--- config.mk ---
export PLATFORM = sky130hd
export DESIGN_NAME = ifu_ysyx
export DESIGN_NICKNAME = d
export VERILOG_FILES = /design/src/rtl/ifu_ysyx_pkg.sv /design/src/rtl/ifu_ysyx.sv
export SDC_FILE = /design/constraint.sdc
export NUM_CORES = 1
export LEC_CHECK = 0
export CAP_MARGIN = 20
export CORE_ASPECT_RATIO = 1.25
export CORE_MARGIN = 2
export CORE_UTILIZATION = 41
export CTS_BUF_LIST = sky130_fd_sc_hd__clkbuf_4 sky130_fd_sc_hd__clkbuf_8
export CTS_CLUSTER_SIZE = 20
export DETAILED_ROUTE_END_ITERATION = 7
export GPL_TIMING_DRIVEN = 0
export PLACE_DENSITY = 0.83
export SETUP_SLACK_MARGIN = 0.4
export SLEW_MARGIN = 5
export SYNTH_ARGS = -nofsm -noshare
export SYNTH_HDL_FRONTEND = slang
export SYNTH_SLANG_ARGS = --single-unit
--- constraint.sdc ---
create_clock -name clk -period 2 [get_ports clk]
set_input_delay 0.3 -clock clk [delete_from_list [all_inputs] [get_ports clk]]
set_output_delay 0.3 -clock clk [all_outputs]
set_load 0.03 [all_outputs]
--- src/rtl/ifu_ysyx_pkg.sv ---
// Shared fetch-unit definitions: FSM state encoding, reset PC default and the NOP word
// that is substituted for a fetch that cannot be issued.
package ifu_ysyx_pkg;

    typedef enum logic [1:0] {
        S_REQ  = 2'd0,
        S_WAIT = 2'd1,
        S_OUT  = 2'd2,
        S_NEXT = 2'd3
    } ifu_state_t;

    localparam logic [31:0] IFU_RESET_PC = 32'h8000_0000;
    localparam logic [31:0] IFU_NOP      = 32'h0000_0013;

endpackage

--- src/rtl/ifu_ysyx.sv ---
// Single-outstanding instruction fetch: request, wait for the word, hold it for decode, wait for the commit pulse.
// Latency 2 cycles from request accept to inst_valid; IFU_YSYX_MISALIGN_CHECK_EN turns misaligned PCs into a faulting NOP.
module ifu_ysyx
    import ifu_ysyx_pkg::*;
#(
    parameter logic [31:0] RESET_PC = IFU_RESET_PC
) (
    input  logic        clk,
    input  logic        rst,
    input  logic [31:0] next_pc,
    input  logic        pc_upd_valid,
    output logic [31:0] pc,
    output logic        imem_req_valid,
    input  logic        imem_req_ready,
    output logic [31:0] imem_addr,
    input  logic        imem_resp_valid,
    input  logic [31:0] imem_resp_data,
    output logic        inst_valid,
    input  logic        inst_ready,
    output logic [31:0] inst,
    output logic [31:0] inst_pc,
    output logic        fetch_fault
);

    ifu_state_t state;
    logic       req_valid;

    assign imem_req_valid = req_valid;
    assign imem_addr      = pc;

`ifdef IFU_YSYX_MISALIGN_CHECK_EN
    logic fault;
    assign fetch_fault = fault;
`else
    assign fetch_fault = 1'b0;
`endif

    always_ff @(posedge clk) begin
        if (rst) begin
            state      <= S_REQ;
            pc         <= RESET_PC;
            inst       <= '0;
            inst_pc    <= '0;
            inst_valid <= 1'b0;
`ifdef IFU_YSYX_MISALIGN_CHECK_EN
            fault      <= 1'b0;
            req_valid  <= (RESET_PC[1:0] == 2'b00);
`else
            req_valid  <= 1'b1;
`endif
        end else begin
            unique case (state)
                S_REQ: begin
`ifdef IFU_YSYX_MISALIGN_CHECK_EN
                    // A misaligned PC never reaches memory; decode sees a NOP tagged with the fault.
                    if (pc[1:0] != 2'b00) begin
                        inst       <= IFU_NOP;
                        inst_pc    <= pc;
                        inst_valid <= 1'b1;
                        fault      <= 1'b1;
                        req_valid  <= 1'b0;
                        state      <= S_OUT;
                    end else if (imem_req_ready) begin
                        req_valid <= 1'b0;
                        state     <= S_WAIT;
                    end
`else
                    if (imem_req_ready) begin
                        req_valid <= 1'b0;
                        state     <= S_WAIT;
                    end
`endif
                end
                S_WAIT: begin
                    if (imem_resp_valid) begin
                        inst       <= imem_resp_data;
                        inst_pc    <= pc;
                        inst_valid <= 1'b1;
                        state      <= S_OUT;
                    end
                end
                S_OUT: begin
                    if (inst_ready) begin
                        inst_valid <= 1'b0;
`ifdef IFU_YSYX_MISALIGN_CHECK_EN
                        fault      <= 1'b0;
`endif
                        state      <= S_NEXT;
                    end
                end
                S_NEXT: begin
                    if (pc_upd_valid) begin
                        pc    <= next_pc;
                        state <= S_REQ;
`ifdef IFU_YSYX_MISALIGN_CHECK_EN
                        req_valid <= (next_pc[1:0] == 2'b00);
`else
                        req_valid <= 1'b1;
`endif
                    end
                end
                default: begin
                    state     <= S_REQ;
                    req_valid <= 1'b1;
                end
            endcase
        end
    end

endmodule

==> flow_summary.rst, run 1 <==
Synthesis and place-and-route
=============================

.. list-table::
   :header-rows: 1

   * - Metric
     - Value
   * - Internal power consumption
     - 3.39 mW
   * - Switching portion of total power
     - 0.333
   * - Pre-CTS WS
     - between 200 and 250 ps
   * - Logic gate share of total power
     - 0.299
   * - Clock network power consumption
     - 1.30 mW
   * - Tmin final
     - roughly 1600 ps
   * - Path depth of the worst reg2reg path
     - 4
   * - Initial antenna violation count
     - 0
   * - Post CTS Setup Buffer Count
     - 0
   * - Layout cell share with drive strength beyond 1
     - 0.119
   * - AND-OR/OR-AND share of the synthesized area
     - 0.142
   * - Flops after synth
     - approximately 100
   * - Slew at the pin closest to its max-slew limit
     - approximately 560 ps
   * - Largest fanout of any net on the critical path
     - 4
   * - Worst setup slack after layout
     - around 450 ps
   * - Number of library cell types mapped by synthesis
     - 23
   * - Mean post-synth cell area
     - about 7.9 sq um
   * - Remaining antenna violation count
     - 0
   * - Async SR Flop Fraction
     - 0
   * - Post-route met1 wirelength
     - roughly 4.5 mm
   * - Routability congestion estimate from global placement
     - 0.817
   * - Synth top cells by count
     - sky130_fd_sc_hd__nand2_1, sky130_fd_sc_hd__dfxtp_1, sky130_fd_sc_hd__a21oi_1
   * - Leak
     - ~2.8 nW
   * - Starting utilization of the core area
     - 0.422
   * - Yosys top cell area share
     - 0.520
   * - Worst-path clk slew
     - approximately 90 ps
   * - Leftover overflow at the end of global routing
     - 0
   * - TritonCTS clock tree
     - built
   * - Power, Total
     - about 5.1 mW
   * - Met2 Wirelength
     - between 6 and 7 mm
   * - Group drawing the most power
     - registers
   * - Met3 layer wire length in the routed design
     - 499 um
   * - Cell type with the largest total area after synthesis
     - sky130_fd_sc_hd__dfxtp_1
   * - Worst Hold Path EP
     - imem_addr[5]
   * - Cell count of the worst hold path
     - 2
   * - Slew headroom
     - 0.627
   * - Chip width
     - around 91 um
   * - Clock insertion delay at the later pin of the skew report
     - ~360 ps
   * - Router iterations before antenna repair
     - 4
   * - Status
     - completed
   * - Signed area change from the synthesized netlist to the final layout
     - 57.9%
[run 1: layout by cell type (no fill, tap or decap), drive strengths merged]
cell type and count:
mux2i 1, o21bai 1, dlygate4sd2 107, nor2b 3, buf 49, or4 1
bufinv 1, o211a 1, nand3b 2, dfxtp 100, o31ai 1, conb 1
clkinv 4, inv 7, clkdlybuf4s50 68, o221ai 1, and2 2, nand2 194
clkdlybuf4s15 16, clkbuf 34, a2111oi 1, ha 5, a21oi 96, o21ai 1
nand2b 2
[run 1: final cells by class]
cell class              count  area (sq um)
inverters                   7          26.3
repair buffers            199          1820
fillers                   844          3050
well taps                 123           154
flip-flops and latches    100          2000
clock inverters             5          50.0
clock buffers              11           151
multi-input cells         313          1440
plain buffers              64           433
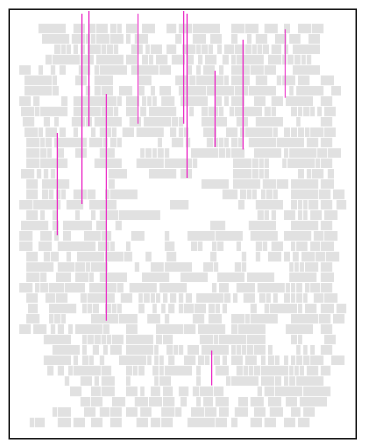
Run 1: signal wires on met4
nets with wire on the layer	10
longest straight run	59.2 um
share of all routed wire	2.9%
post-detailed-routing wire length: 11.8 mm
vias after detailed routing: 3862

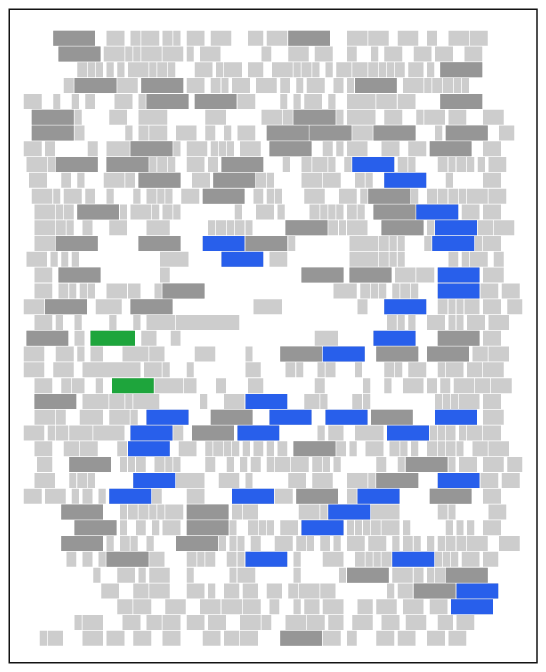
Run 1: where the registers sit
color	name in the netlist	sequential cells
blue	`inst_pc`	32
green	`state`	2
not colored	66
core utilization of the finished layout: 0.666
footprint of the flip-flops and latches: 2000 sq um
sequential power: 2.26 mW
sequential share of cell area: 0.330

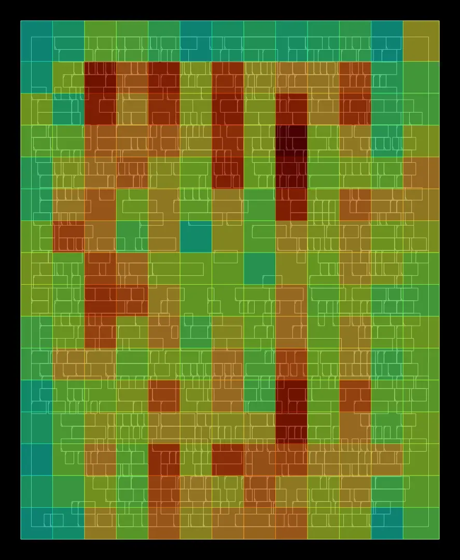
Run 1: routing congestion
global-route total usage across every layer: 0.226
busiest layer in global routing: met2
met3 Resource Use GR: 0.0336
met2 Resource Use GR: 0.432

==> inputs of run 2 (changes only) <==
- CORE_UTILIZATION: 41 -> 37
- PLACE_DENSITY: 0.83 -> 0.79
- clock period: 2 -> 1.4 ns (I/O delays scaled with it)
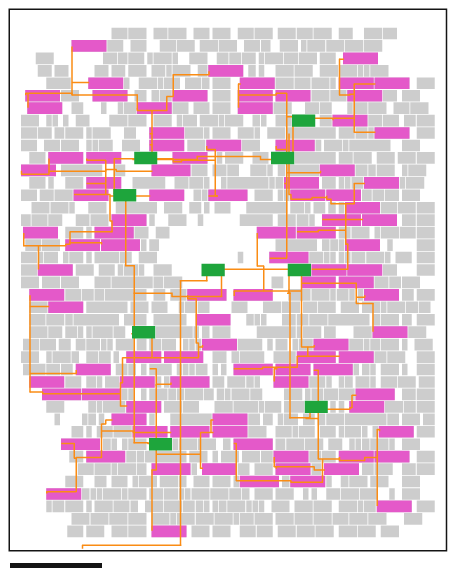
Run 2: clock distribution
Bar = 20 um.
[orange] clock wires | length: 1160 um
[magenta] flip-flops | count: 100
[green] cells driving clock nets | count: 9
routed clock nets	10
relative contribution of the clock network to total power: 0.219
clock insertion delay at the later pin of the skew report: 360 ps
clock network power consumption: 1.96 mW
worst clock skew on the final layout: 5.42 ps

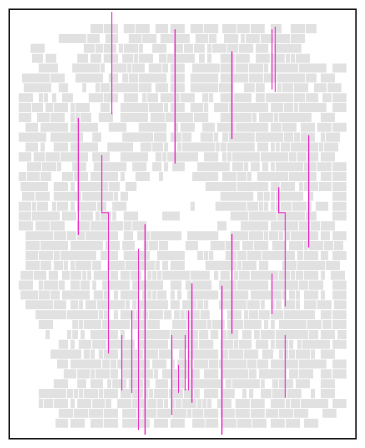
Run 2: signal wires on met4
share of all routed wire	3.8%
main direction	vertical
nets with wire on the layer	21
longest straight run	57.8 um
wire length on this layer	615 um
post-detailed-routing wire length: 16.3 mm
vias after detailed routing: 4482

==> run 2 against run 1 <==
Against the previous run:
- the run now ends with negative setup slack left
- count of clock-buffer cells in the layout grew 4
- cell area increased by 34%
- core utilization is 14 points higher
- sequential share of layout area shrank 6.0 points
- synthesized cell count unchanged
- power grew 76%
- largest power group is now combinational logic
- critical endpoint is now inst_pc[10]
==> flow_summary.rst, run 2 <==
Synthesis and place-and-route
=============================

.. list-table::
   :header-rows: 1

   * - Metric
     - Value
   * - Status
     - complete, but fails checks
   * - Violations in the final reports
     - negative setup slack
   * - Met2 Resource Use GR
     - 0.444 (+0.0113)
   * - Power, Total
     - 8.93 mW (+76%)
   * - Pre-CTS WS
     - -207 ps (-411 ps)
   * - TritonCTS clock tree
     - built
   * - Tmin final
     - roughly 1400 ps
   * - # setup viols final
     - 4
   * - Largest fanout of any net on the critical path
     - 5 (+1)
   * - Most numerous logic cells after layout
     - sky130_fd_sc_hd__buf_6, sky130_fd_sc_hd__nand2_1, sky130_fd_sc_hd__dfxtp_2, sky130_fd_sc_hd__clkdlybuf4s50_1, sky130_fd_sc_hd__a21oi_2
   * - Internal power consumption
     - 5.90 mW (+74%)
   * - Router iterations before antenna repair
     - 4 (unchanged)
   * - Layout cell share with drive strength beyond 1
     - 0.644 (+0.526)
   * - Path depth of the worst reg2reg path
     - 7 (+3)
   * - Mean post-synth cell area
     - 7.95 sq um (unchanged)
   * - Slew headroom
     - 0.499 (-0.128)
   * - Cell count of the worst hold path
     - 2 (unchanged)
   * - Met3 Resource Use GR
     - 0.0423 (+0.00870)
   * - Worst setup slack after layout
     - -27.7 ps (-476 ps)
   * - Most used logic cell in the final layout
     - sky130_fd_sc_hd__buf_6
   * - Logic gate share of total power
     - 0.407 (+0.108)
   * - Chip width
     - 95.2 um (+5.0%)
   * - Post CTS Setup Buffer Count
     - 32 (+32)
   * - Group drawing the most power
     - combinational logic
   * - Leak
     - 3.56 nW (+28%)
   * - Core utilization of the finished layout
     - 0.804 (+0.138)
   * - Synth top cells by count
     - sky130_fd_sc_hd__nand2_1, sky130_fd_sc_hd__dfxtp_1, sky130_fd_sc_hd__a21oi_1
   * - Sequential power
     - 3.34 mW (+48%)
   * - Busiest layer in global routing
     - met2
   * - Flops after synth
     - 100 (unchanged)
   * - Routability congestion estimate from global placement
     - 0.767 (-6.1%)
-- run 2: cell families after synthesis --
logic type               Yosys count  share of synthesized area
AND-OR/OR-AND                    102                      0.142
multiplexers                       1                    0.00260
flip-flops                       100                      0.520
adder cells (fa/ha/maj)            5                     0.0163
other                              1                   0.000975
buffers and inverters             71                      0.109
AND/OR/NAND/NOR                  204                      0.208
-- run 2: area by class of cell --
type	count	area (sq um)
multi-input combinational	313	2060
tap	129	161
buffer	64	666
sequential	100	2190
inverter	7	31.3
fill	562	1980
timing repair buffer	259	2800
clock buffer	15	181
clock inverter	1	30.0
antenna	1	2.50
-- run 2: metal layers --
metal	wire [um]	part of all wire
met5	0	0
met4	615	0.038
met3	1010	0.062
met2	9170	0.56
met1	5510	0.34
Power is estimated from default activity; no workload was simulated.
